run_1/congestion.png
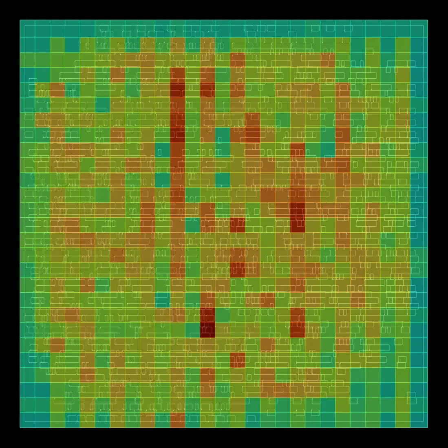
run_1/wires.png
Scale bar: 50 um.
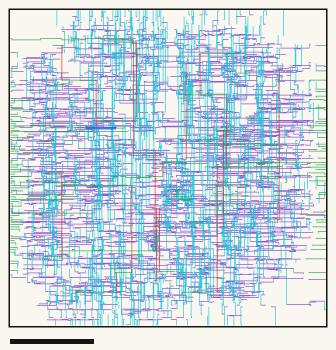
run_1/detail.png
Scale bar: 5 um. Window x 84 to 104, y 121 to 141 um. Cells in grey, sequential cells in the stronger grey; small squares are vias.
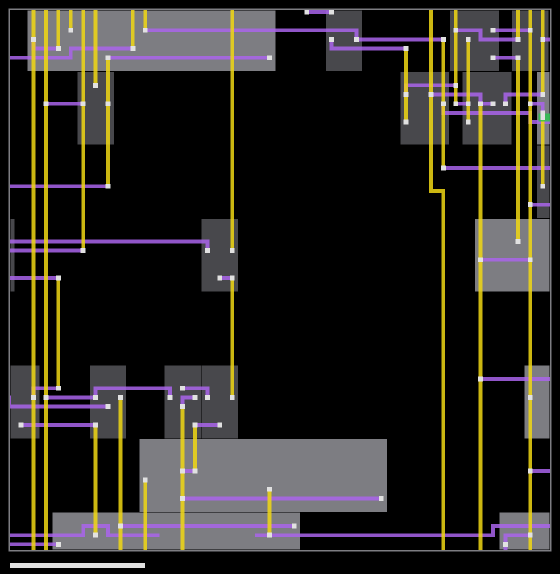
run_1/flops_by_reg.png
Scale bar: 50 um.
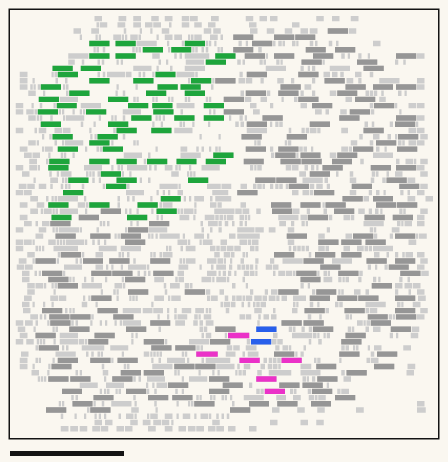
`src/rtl/sixtyfour_bit_subtractor_seq.sv`:
```
// Multi-cycle 64-bit subtractor: D = A - B - Bin, one SLICE_W-bit slice per
// clock, with start/busy/done handshake. Results (D, Bout, V) change only at
// the commit edge; partial slices never appear on the outputs.
module sixtyfour_bit_subtractor_seq #(
  parameter int SLICE_W = 16
) (
  input  logic        clk,
  input  logic        rst,
  input  logic        start,
  input  logic [63:0] A,
  input  logic [63:0] B,
  input  logic        Bin,
  output logic        busy,
  output logic        done,
  output logic [63:0] D,
  output logic        Bout,
  output logic        V
);

  localparam int N = 64 / SLICE_W;
  localparam logic [5:0] LAST_IDX = 6'(N - 1);

  generate
    if (!(SLICE_W == 1 || SLICE_W == 2 || SLICE_W == 4 || SLICE_W == 8 ||
          SLICE_W == 16 || SLICE_W == 32 || SLICE_W == 64)) begin : g_bad_slice_w
      $error("SLICE_W must be one of 1, 2, 4, 8, 16, 32, 64");
    end
  endgenerate

  typedef enum logic [1:0] {
    S_IDLE = 2'd0,
    S_RUN  = 2'd1,
    S_DONE = 2'd2
  } state_t;

  state_t               state_r;
  state_t               state_next_s;
  logic                 accept_s;
  logic                 last_s;

  logic [63:0]          a_r;
  logic [63:0]          b_r;
  logic [63:0]          diff_r;
  logic                 borrow_r;
  logic [5:0]           idx_r;

  logic [5:0]           base_s;
  logic [SLICE_W-1:0]   a_slice_s;
  logic [SLICE_W-1:0]   b_slice_s;
  logic [SLICE_W:0]     sub_s;
  logic                 borrow_next_s;
  logic [63:0]          diff_full_s;
  logic                 v_s;

  // Next-state decode and accept qualification (start ignored while running).
  always_comb begin
    state_next_s = state_r;
    accept_s     = 1'b0;
    last_s       = (idx_r == LAST_IDX);
    case (state_r)
      S_IDLE: begin
        if (start) begin
          accept_s     = 1'b1;
          state_next_s = S_RUN;
        end else begin
          state_next_s = S_IDLE;
        end
      end
      S_RUN: begin
        if (last_s) begin
          state_next_s = S_DONE;
        end else begin
          state_next_s = S_RUN;
        end
      end
      S_DONE: begin
        if (start) begin
          accept_s     = 1'b1;
          state_next_s = S_RUN;
        end else begin
          state_next_s = S_IDLE;
        end
      end
      default: begin
        state_next_s = S_IDLE;
      end
    endcase
  end

  // State register with busy/done registered from the next state.
  always_ff @(posedge clk or posedge rst) begin
    if (rst) begin
      state_r <= S_IDLE;
      busy    <= 1'b0;
      done    <= 1'b0;
    end else begin
      state_r <= state_next_s;
      busy    <= (state_next_s == S_RUN);
      done    <= (state_next_s == S_DONE);
    end
  end

  // Current slice subtraction; the extra top bit of sub_s is the slice borrow.
  always_comb begin
    base_s        = idx_r * 6'(SLICE_W);
    a_slice_s     = SLICE_W'(a_r >> base_s);
    b_slice_s     = SLICE_W'(b_r >> base_s);
    sub_s         = {1'b0, a_slice_s} - {1'b0, b_slice_s} - {{SLICE_W{1'b0}}, borrow_r};
    borrow_next_s = sub_s[SLICE_W];
    // Unprocessed slices of diff_r are zero, so OR-ing in the new slice is exact.
    diff_full_s   = diff_r | (64'(sub_s[SLICE_W-1:0]) << base_s);
    v_s           = (a_r[63] ^ b_r[63]) & (diff_full_s[63] ^ a_r[63]);
  end

  // Working registers and committed result.
  always_ff @(posedge clk or posedge rst) begin
    if (rst) begin
      a_r      <= 64'd0;
      b_r      <= 64'd0;
      diff_r   <= 64'd0;
      borrow_r <= 1'b0;
      idx_r    <= 6'd0;
      D        <= 64'd0;
      Bout     <= 1'b0;
      V        <= 1'b0;
    end else if (accept_s) begin
      a_r      <= A;
      b_r      <= B;
      diff_r   <= 64'd0;
      borrow_r <= Bin;
      idx_r    <= 6'd0;
    end else if (state_r == S_RUN) begin
      diff_r   <= diff_full_s;
      borrow_r <= borrow_next_s;
      idx_r    <= idx_r + 6'd1;
      if (last_s) begin
        D    <= diff_full_s;
        Bout <= borrow_next_s;
        V    <= v_s;
      end else begin
        D    <= D;
        Bout <= Bout;
        V    <= V;
      end
    end else begin
      a_r      <= a_r;
      b_r      <= b_r;
    end
  end

endmodule

```
`config.mk`:
```
export PLATFORM = sky130hd
export DESIGN_NAME = sixtyfour_bit_subtractor_seq
export DESIGN_NICKNAME = d
export VERILOG_FILES = /design/src/rtl/sixtyfour_bit_subtractor_seq.sv
export SDC_FILE = /design/constraint.sdc
export NUM_CORES = 1
export LEC_CHECK = 0
export CAP_MARGIN = 20
export CORE_MARGIN = 2
export CORE_UTILIZATION = 36
export CTS_CLUSTER_DIAMETER = 50
export CTS_CLUSTER_SIZE = 30
export DETAILED_ROUTE_END_ITERATION = 8
export PLACE_DENSITY_LB_ADDON = 0.08
export SETUP_SLACK_MARGIN = 0.4
export SYNTH_ARGS = -nofsm -noshare
export SYNTH_HDL_FRONTEND = slang
export SYNTH_SLANG_ARGS = --single-unit
```
`constraint.sdc`:
```
create_clock -name clk -period 16.4 [get_ports clk]
set_input_delay 2.46 -clock clk [delete_from_list [all_inputs] [get_ports clk]]
set_output_delay 2.46 -clock clk [all_outputs]
set_load 0.005 [all_outputs]
```
==> impl_metrics.toml, run 1 <==
# yosys + openroad results
[outcome]
status = "finished, final reports clean"

[die]
initial_core_util = 0.363
die_h_um = 187
core.rowCount = 67
ios = 200
n_tap_cell = 448

[layout]
nClkBuffers = 38
layout.nonclk_buf_frac = 0.139
drive_gt1_frac = 0.0804
flops = 269
clock_cell_area_share = 0.0673
final_cells = 1904
final_cell_mix = "nand2_1 (463), dfrtp_1 (267), clkdlybuf4s50_1 (199), a21oi_1 (96), o21ai_0 (71)"
nFillCells = 3302
multiInputCombCellCount = 860
final_area_sq_um = 15700
inv_count = 53
utilization = 0.469
lay_top_count = "nand2_1"
dominant_cells = "registers"

[setup_path]
critPathArrivalTime_ps = 5280
crit_path_start_kind = "register"
path_cells = "buf_4, mux4_2, fa_1, fa_1, nand2b_1, a21oi_1, o21ai_1, a311oi_1, o21ai_0, xor2_1, a21oi_1, a21oi_1"
required_ps = 16880
setup.worst_path.class = "reg2reg"
path_buffers = 1
cp-end-kind = "register"
crit_cells = 12
reg2regPathDepth = 12
crit_end = "D[12]"

[yosys]
ys_sh_adder = 0.0333
ys_cells = 1256
top_cell = "nand2_1"
syn_nets = 1419
synthesis.area_sq_um = 12100
ys_sh_xor = 0.00868
synth.area.top_cells = "dfrtp_1 (56%), nand2_1 (14%), mux4_2 (6.0%)"
avgSynthCellArea_sq_um = 9.64
ys_ff = 269
aoi_share = 0.120

[detailed_routing]
wl_met1_um = 15900
first_pass_iters = 5
route.detailed.drc = 0
highest_layer = "met5"
drtIter0Drc = 524
wl_met2_um = 14300
drtAntennaViolNets = 0
via_per_inst = 4.79

[final_timing]
finalClockPeriodUsage = 0.293
rsz0062_at_grt = "false"
holdWs_ps = 470
tns_ps = 0

[clock_network]
clk_latency_ps = 560
cts_tree = "done"
cts_setup_buffers = 0
cts_buffers = 31
clockBufferDepth = 3

[min_path]
hp-class = "reg2reg"
hp-start = "a_r[49]"
min_to = "a_r[49]"

[placement]
pre_cts_slack_ps = 11250
io_buffers = 199
place_inst = 1844
dp_hpwl_um = 22300

[global_route]
antenna_found_initial = 2
grt_pass1_wl_um = 52300
top_usage_layer = "met2"
Notes on congestion.png above:
met3 usage: 0.0338
met2 usage: 0.290

Notes on wires.png above:
metal 5: shown in blue, wire length 16.6 um. metal 1: shown in purple, wire length 15900 um. metal 3: shown in green, wire length 1660 um. metal 2: shown in cyan, wire length 14300 um. metal 4: shown in red, wire length 768 um.
DRT Wirelength: 32700 um
drt wl/cell: 17.2 um
Vias: 9126
total global-route track usage: 0.188

Notes on detail.png above:
metal 1: shown in purple. metal 2: shown in yellow. metal 3: shown in green.
Netlist names of flops here include `a_r` (3). Sequential cells in the window: 3. Most frequent: nand2_1 (7), dfrtp_1 (3), a21oi_1 (2). 14 logic cells have their middle in the window.

Notes on flops_by_reg.png above:
`state_r`: shown in blue, placed flops 2. `idx_r`: shown in magenta, placed flops 6, where south. `a_r`: shown in green, placed flops 64.
Another 197 sequential cells are not coloured.
FF+latch area: 6730 sq um
Seq area share: 0.430

run_1/logic_types.png
Scale bar: 50 um.
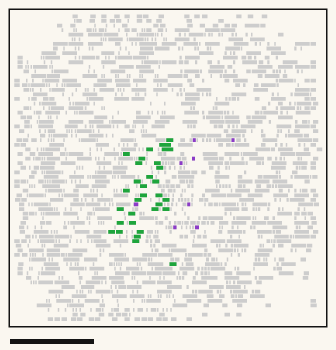

## Run 2: what changed since run 1
Clock period 16.4 ns to 4.76 ns, I/O delays scaled along.
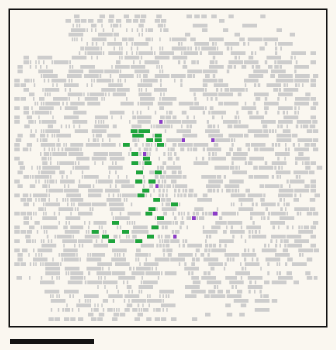
run_2/logic_types.png
Scale bar: 50 um.
adder and majority cells: shown in green, cells 31, most used ha_1, where centre. AND and OR gates: shown in purple, cells 8, most used and2_1, where centre.
Commonest Layout Cell: nand2_1
combinational share of cell area: 0.315

==> run 2 against run 1 <==
Non-clock buffer count grew 8. Final cell count grew 0.21%. First-iteration DRC count rose by 14%. Synthesized area unchanged. Core utilization grew 0.090 points. Via count increased by 1.3%. Worst hold slack gained 3.5 ps. Routed wire length grew 1.8%. Cell area increased by 0.19%.
==> impl_metrics.toml, run 2 <==
# yosys + openroad results
[outcome]
status = "finished, final reports clean"

[layout]
inv_count = 53
clock_cell_area_share = 0.0638
utilization = 0.470
flops = 269
final_cell_mix = "nand2_1 (463), dfrtp_1 (267), clkdlybuf4s50_1 (199), a21oi_1 (96), o21ai_0 (71)"
dominant_cells = "registers"
layout.nonclk_buf_frac = 0.143

[setup_path]
crit_end = "D[31]"
required_ps = 5230
cp-end-kind = "register"
reg2regPathDepth = 13
path_cells = "buf_4, mux4_2, ha_1, inv_1, ha_1, nand2_1, nor3_1, a32o_1, a41oi_4, o21ai_0, xor2_2, a21oi_1, a21oi_1"
path_buffers = 2
crit_cells = 13
setup.worst_path.class = "reg2reg"

[clock_network]
clk_latency_ps = 550
cts_setup_buffers = 0
cts_tree = "done"
cts_buffers = 30

[min_path]
min_to = "b_r[27]"
hp-start = "b_r[27]"
hp-class = "reg2reg"

[detailed_routing]
highest_layer = "met4"
drtAntennaViolNets = 0
drtIter0Drc = 597
routed_wirelength_um = 33300
via_per_inst = 4.84
wl_met2_um = 15100
route.detailed.drc = 0

[global_route]
grt_pass1_wl_um = 53600

[die]
initial_core_util = 0.363

[yosys]
synth.area.top_cells = "dfrtp_1 (56%), nand2_1 (14%), mux4_2 (6.0%)"
aoi_share = 0.120
ys_ff = 269
ys_sh_xor = 0.00868

[final_timing]
finalClockPeriodUsage = 0.857

[placement]
dp_hpwl_um = 23900
